`config.mk`:
```
export PLATFORM = sky130hd
export DESIGN_NAME = floating_scalar_alu
export DESIGN_NICKNAME = d
export VERILOG_FILES = /design/src/rtl/floating_scalar_alu_pkg.sv /design/src/rtl/fp_leading_zero_count.sv /design/src/rtl/floating_scalar_alu.sv
export SDC_FILE = /design/constraint.sdc
export NUM_CORES = 2
export LEC_CHECK = 0
export ABC_AREA = 1
export CELL_PAD_IN_SITES_DETAIL_PLACEMENT = 1
export CELL_PAD_IN_SITES_GLOBAL_PLACEMENT = 1
export CORE_MARGIN = 2
export CORE_UTILIZATION = 48
export CTS_BUF_LIST = sky130_fd_sc_hd__clkbuf_16
export DETAILED_ROUTE_END_ITERATION = 10
export PLACE_DENSITY = 0.92
export RECOVER_POWER = 25
export SLEW_MARGIN = 20
export SYNTH_ARGS = -nofsm -noshare
export SYNTH_HDL_FRONTEND = slang
export SYNTH_HIERARCHICAL = 1
export SYNTH_SLANG_ARGS = --single-unit
```
`constraint.sdc`:
```
create_clock -name clk -period 15.5 [get_ports clk]
set_input_delay 1.55 -clock clk [delete_from_list [all_inputs] [get_ports clk]]
set_output_delay 1.55 -clock clk [all_outputs]
set_load 0.005 [all_outputs]
```
`src/rtl/floating_scalar_alu_pkg.sv`:
```
// Shared types and constants for the floating scalar ALU: op encoding, operand
// classes, FSM states and the canonical special values.
package floating_scalar_alu_pkg;

   typedef logic [31:0] data_t;

   typedef enum logic [2:0] {
      FADD = 3'd0,
      FSUB = 3'd1,
      FMUL = 3'd2,
      FMIN = 3'd3,
      FMAX = 3'd4,
      FEQ  = 3'd5,
      FLT  = 3'd6,
      FLE  = 3'd7
   } fp_op_t;

   typedef enum logic [1:0] {
      FP_ZERO,
      FP_NORMAL,
      FP_INF,
      FP_NAN
   } fp_class_t;

   typedef enum logic [2:0] {
      ST_IDLE,
      ST_UNPACK,
      ST_EXEC,
      ST_NORM,
      ST_DONE
   } alu_state_t;

   localparam data_t FP_CANON_NAN = 32'h7FC00000;
   localparam data_t FP_POS_INF   = 32'h7F800000;
   localparam data_t FP_NEG_INF   = 32'hFF800000;

   // Denormals fold into FP_ZERO; the ALU never sees them as numbers.
   function automatic fp_class_t fp_classify(input data_t x);
      if (x[30:23] == 8'd0)
         return FP_ZERO;
      if (x[30:23] == 8'hFF)
         return (x[22:0] == 23'd0) ? FP_INF : FP_NAN;
      return FP_NORMAL;
   endfunction

endpackage

```
`src/rtl/fp_leading_zero_count.sv`:
```
// Leading-zero count of a 48-bit mantissa; an all-zero input reports 48.
module fp_leading_zero_count (
   input  logic [47:0] value,
   output logic [5:0]  count
);

   always_comb begin
      count = 6'd48;
      for (int i = 0; i < 48; i++) begin
         if (value[i])
            count = 6'(47 - i);
      end
   end

endmodule

```
`src/rtl/floating_scalar_alu.sv`:
```
// Multi-cycle single-precision scalar ALU: IDLE -> UNPACK -> EXEC -> NORM -> DONE,
// round-toward-zero, denormals flushed to signed zero.
module floating_scalar_alu
   import floating_scalar_alu_pkg::*;
#(
   parameter int DATA_WIDTH = 32,
   parameter int LATENCY    = 4
) (
   input  logic                  clk,
   input  logic                  reset,
   input  logic                  enable,
   input  logic                  start,
   input  logic [2:0]            op,
   input  logic [DATA_WIDTH-1:0] rs1,
   input  logic [DATA_WIDTH-1:0] rs2,
   output logic                  busy,
   output logic                  done,
   output logic [DATA_WIDTH-1:0] alu_out
);

   if (DATA_WIDTH != 32 || LATENCY != 4) begin : g_bad_param
      $error("floating_scalar_alu supports only DATA_WIDTH=32 with LATENCY=4");
   end

   alu_state_t state;
   logic       done_q;

   fp_op_t op_p0;
   data_t  rs1_p0, rs2_p0;

   logic        sa_p1, sb_p1;
   logic [7:0]  ea_p1, eb_p1;
   logic [23:0] ma_p1, mb_p1;
   fp_class_t   ca_p1, cb_p1;

   logic               spec_p2;
   data_t              spec_val_p2;
   logic               sign_p2;
   logic signed [10:0] exp_p2;
   logic [47:0]        mant_p2;

   function automatic logic num_less(input logic sx, input logic [31:0] mx, input logic zx,
                                     input logic sy, input logic [31:0] my, input logic zy);
      if (zx && zy)
         return 1'b0;
      if (sx != sy)
         return sx;
      return sx ? (mx > my) : (mx < my);
   endfunction

   // Truncated result with saturation to infinity and flush to signed zero.
   function automatic data_t fp_pack(input logic s, input logic signed [10:0] e, input logic [22:0] f);
      if (e >= 11'sd255)
         return s ? FP_NEG_INF : FP_POS_INF;
      if (e <= 11'sd0)
         return {s, 31'd0};
      return {s, e[7:0], f};
   endfunction

   // ---- UNPACK stage boundary ----
   fp_class_t ca_n, cb_n;
   assign ca_n = fp_classify(rs1_p0);
   assign cb_n = fp_classify(rs2_p0);

   // ---- EXEC stage boundary ----
   logic               spec_x, sign_x, sb_eff, a_nan, b_nan, a_inf, b_inf, za, zb;
   logic               a_bigger, lt_ab, lt_ba, eq_ab, ord_lt_ab, ord_lt_ba;
   data_t              spec_val_x;
   logic signed [10:0] exp_x;
   logic [47:0]        mant_x, prod;
   logic [31:0]        mag_a, mag_b;
   logic [7:0]         e_big, e_small, shift_d;
   logic [23:0]        m_big, m_small, m_small_sh;
   logic [24:0]        sum25;

   always_comb begin
      sb_eff     = sb_p1 ^ (op_p0 == FSUB);
      a_nan      = (ca_p1 == FP_NAN);
      b_nan      = (cb_p1 == FP_NAN);
      a_inf      = (ca_p1 == FP_INF);
      b_inf      = (cb_p1 == FP_INF);
      za         = (ca_p1 == FP_ZERO);
      zb         = (cb_p1 == FP_ZERO);
      mag_a      = {ea_p1, ma_p1};
      mag_b      = {eb_p1, mb_p1};
      lt_ab      = num_less(sa_p1, mag_a, za, sb_p1, mag_b, zb);
      lt_ba      = num_less(sb_p1, mag_b, zb, sa_p1, mag_a, za);
      eq_ab      = (za && zb) || (sa_p1 == sb_p1 && mag_a == mag_b);
      ord_lt_ab  = lt_ab || (za && zb && sa_p1 && !sb_p1);
      ord_lt_ba  = lt_ba || (za && zb && sb_p1 && !sa_p1);

      a_bigger   = (mag_a >= mag_b);
      e_big      = a_bigger ? ea_p1 : eb_p1;
      e_small    = a_bigger ? eb_p1 : ea_p1;
      m_big      = a_bigger ? ma_p1 : mb_p1;
      m_small    = a_bigger ? mb_p1 : ma_p1;
      shift_d    = e_big - e_small;
      m_small_sh = (shift_d > 8'd23) ? 24'd0 : (m_small >> shift_d);
      sum25      = (sa_p1 == sb_eff) ? ({1'b0, m_big} + {1'b0, m_small_sh})
                                     : ({1'b0, m_big} - {1'b0, m_small_sh});
      prod       = {24'd0, ma_p1} * {24'd0, mb_p1};

      spec_x     = 1'b1;
      spec_val_x = 32'd0;
      sign_x     = 1'b0;
      exp_x      = 11'sd0;
      mant_x     = 48'd0;
      case (op_p0)
         FADD, FSUB: begin
            if (a_nan || b_nan)
               spec_val_x = FP_CANON_NAN;
            else if (a_inf && b_inf)
               spec_val_x = (sa_p1 != sb_eff) ? FP_CANON_NAN : (sa_p1 ? FP_NEG_INF : FP_POS_INF);
            else if (a_inf)
               spec_val_x = sa_p1 ? FP_NEG_INF : FP_POS_INF;
            else if (b_inf)
               spec_val_x = sb_eff ? FP_NEG_INF : FP_POS_INF;
            else if (za && zb)
               spec_val_x = {sa_p1 & sb_eff, 31'd0};
            else if (za)
               spec_val_x = {sb_eff, rs2_p0[30:0]};
            else if (zb)
               spec_val_x = rs1_p0;
            else if (sum25 == 25'd0)
               spec_val_x = 32'd0;
            else begin
               spec_x = 1'b0;
               sign_x = a_bigger ? sa_p1 : sb_eff;
               exp_x  = $signed({3'd0, e_big});
               mant_x = {sum25, 23'd0};
            end
         end
         FMUL: begin
            if (a_nan || b_nan || (a_inf && zb) || (za && b_inf))
               spec_val_x = FP_CANON_NAN;
            else if (a_inf || b_inf)
               spec_val_x = (sa_p1 ^ sb_p1) ? FP_NEG_INF : FP_POS_INF;
            else if (za || zb)
               spec_val_x = {sa_p1 ^ sb_p1, 31'd0};
            else begin
               spec_x = 1'b0;
               sign_x = sa_p1 ^ sb_p1;
               exp_x  = $signed({3'd0, ea_p1}) + $signed({3'd0, eb_p1}) - 11'sd127;
               mant_x = prod;
            end
         end
         FMIN, FMAX: begin
            if (a_nan && b_nan)
               spec_val_x = FP_CANON_NAN;
            else if (a_nan)
               spec_val_x = rs2_p0;
            else if (b_nan)
               spec_val_x = rs1_p0;
            else if (op_p0 == FMIN)
               spec_val_x = ord_lt_ba ? rs2_p0 : rs1_p0;
            else
               spec_val_x = ord_lt_ab ? rs2_p0 : rs1_p0;
         end
         FEQ:     spec_val_x = {31'd0, !(a_nan || b_nan) && eq_ab};
         FLT:     spec_val_x = {31'd0, !(a_nan || b_nan) && lt_ab};
         FLE:     spec_val_x = {31'd0, !(a_nan || b_nan) && (lt_ab || eq_ab)};
         default: spec_val_x = FP_CANON_NAN;
      endcase
   end

   // ---- NORM stage boundary ----
   logic [5:0]         lz;
   logic [47:0]        norm_m;
   logic signed [10:0] exp_norm;
   data_t              result_n;
   logic               unused_bits;

   fp_leading_zero_count u_lzc (
      .value (mant_p2),
      .count (lz)
   );

   assign norm_m      = mant_p2 << lz;
   assign exp_norm    = exp_p2 + 11'sd1 - $signed({5'd0, lz});
   assign result_n    = spec_p2 ? spec_val_p2 : fp_pack(sign_p2, exp_norm, norm_m[46:24]);
   assign unused_bits = ^{norm_m[47], norm_m[23:0]};

   always_ff @(posedge clk) begin
      if (reset) begin
         state   <= ST_IDLE;
         busy    <= 1'b0;
         done_q  <= 1'b0;
         alu_out <= '0;
         op_p0   <= FADD;
         rs1_p0  <= '0;
         rs2_p0  <= '0;
      end else if (enable) begin
         case (state)
            ST_IDLE: begin
               if (start) begin
                  op_p0  <= fp_op_t'(op);
                  rs1_p0 <= rs1;
                  rs2_p0 <= rs2;
                  busy   <= 1'b1;
                  state  <= ST_UNPACK;
               end
            end
            ST_UNPACK: state <= ST_EXEC;
            ST_EXEC:   state <= ST_NORM;
            ST_NORM: begin
               alu_out <= result_n;
               done_q  <= 1'b1;
               state   <= ST_DONE;
            end
            ST_DONE: begin
               done_q <= 1'b0;
               busy   <= 1'b0;
               state  <= ST_IDLE;
            end
            default: state <= ST_IDLE;
         endcase
      end
   end

   always_ff @(posedge clk) begin
      if (enable && state == ST_UNPACK) begin
         sa_p1 <= rs1_p0[31];
         sb_p1 <= rs2_p0[31];
         ca_p1 <= ca_n;
         cb_p1 <= cb_n;
         ea_p1 <= (ca_n == FP_ZERO) ? 8'd0 : rs1_p0[30:23];
         eb_p1 <= (cb_n == FP_ZERO) ? 8'd0 : rs2_p0[30:23];
         ma_p1 <= (ca_n == FP_ZERO) ? 24'd0 : {1'b1, (ca_n == FP_INF) ? 23'd0 : rs1_p0[22:0]};
         mb_p1 <= (cb_n == FP_ZERO) ? 24'd0 : {1'b1, (cb_n == FP_INF) ? 23'd0 : rs2_p0[22:0]};
      end
      if (enable && state == ST_EXEC) begin
         spec_p2     <= spec_x;
         spec_val_p2 <= spec_val_x;
         sign_p2     <= sign_x;
         exp_p2      <= exp_x;
         mant_p2     <= mant_x;
      end
   end

   // A frozen warp must not see its completion until it is re-enabled.
   assign done = done_q & enable;

endmodule

```
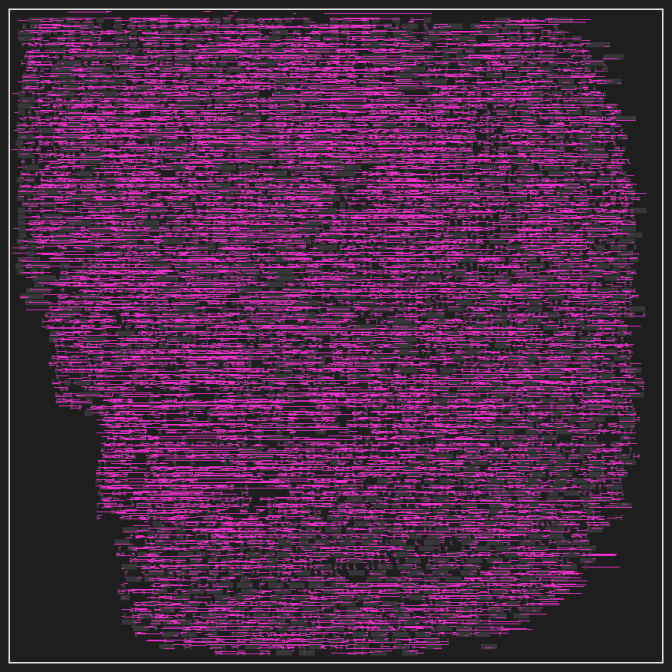
layer_met1.png
Cells faint in the background.
- share of all routed wire: 37%
- wire length on this layer: 54.6 mm
- main direction: horizontal
- nets with wire on the layer: 5,687

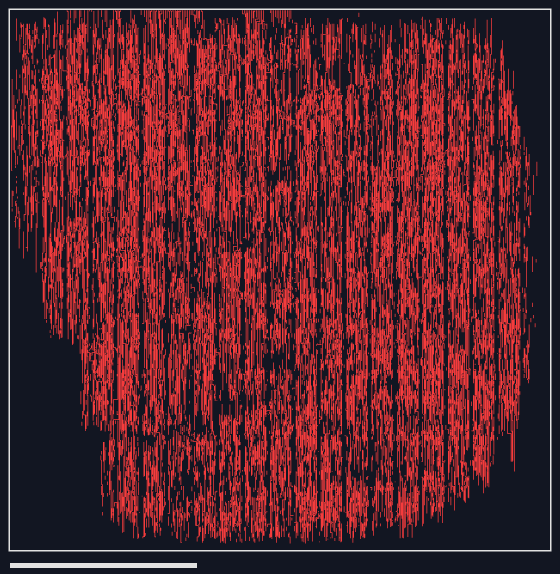
layer_met2.png
The bar under the picture is 100 um long.
- longest straight run: 65.8 um
- nets with wire on the layer: 5,339
- share of all routed wire: 49%
- wire length on this layer: 72.1 mm
- main direction: vertical
met2 routing resource usage after global routing: 61.2%
via count: 36,900
total wire length after detailed routing: 146 mm

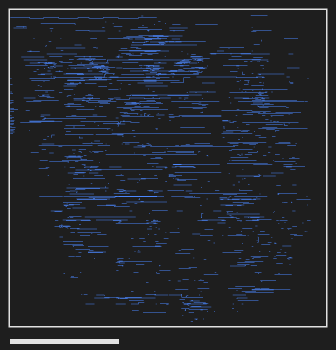
layer_met3.png
The bar under the picture is 100 um long.
- main direction: horizontal
- wire length on this layer: 9,280 um
met3 demand-to-capacity share in global routing: 4.53%

==> flow_summary.json <==
{
  "timing.setup.critical_path_class": "reg -> reg",
  "cap_violations": 3,
  "power.total_uw": 7360,
  "die_area_um2": 83400,
  "power.density_nw_per_um2": 176,
  "power.sequential.fraction_pct": 11.2,
  "setup_slack_ns": 4.17,
  "syn-cell-area_um2": 38900,
  "num_antenna_cells": 0,
  "enable_flop_cells": 162,
  "final-max-slew-violation-count": 179,
  "period_minus_slack_ns": 11.33,
  "htree_levels": 1,
  "register_to_register_path_depth": 52,
  "cts_setup_buffers": 0,
  "comb-cell-share_pct": 64.7,
  "finalCoreUtilization_pct": 51.9,
  "grt_overflow": 0,
  "hold_violations": 0,
  "sh_seq_area_pct": 16.7,
  "synth_top_cell_by_count": "nand2_1",
  "timing.rr.end": "mant_p2[35]$_DFFE_PP_",
  "synth.cellmix.adderShare_pct": 34.2,
  "gpl.final_weighted_congestion": 0.963,
  "core_area_um2": 80400,
  "avgViaCountPerCell": 5.91,
  "failed_checks": "max-capacitance violations, max-slew violations",
  "fmax_mhz": 88.2,
  "fin_skew_ns": 0.0365,
  "crit_start": "ea_p1[0]$_SDFFCE_PN0P_",
  "drive_above_1_share_pct": 3.69,
  "tritonroute_pass_1_iters": 7,
  "seq_cells": 266,
  "registers.top_by_ff_count": "mant_p2",
  "p_seq_uw": 822,
  "layout.nets": 5996,
  "simple_gate_area_share_pct": 19.4,
  "run_status": "complete, but fails checks",
  "num_io_pins": 105,
  "clk-insertion-delay-late_ns": 0.62,
  "tightest_slew_ns": 3.94,
  "pwr.group.clock_uw": 719,
  "crit_buf_inv": 5,
  "signal_buffer_area_fraction_pct": 3.81,
  "grt_max_degree": 95,
  "wire_per_inst_um": 23.4,
  "slew_headroom_pct": -163,
  "crit_arrival_ns": 11.66
}
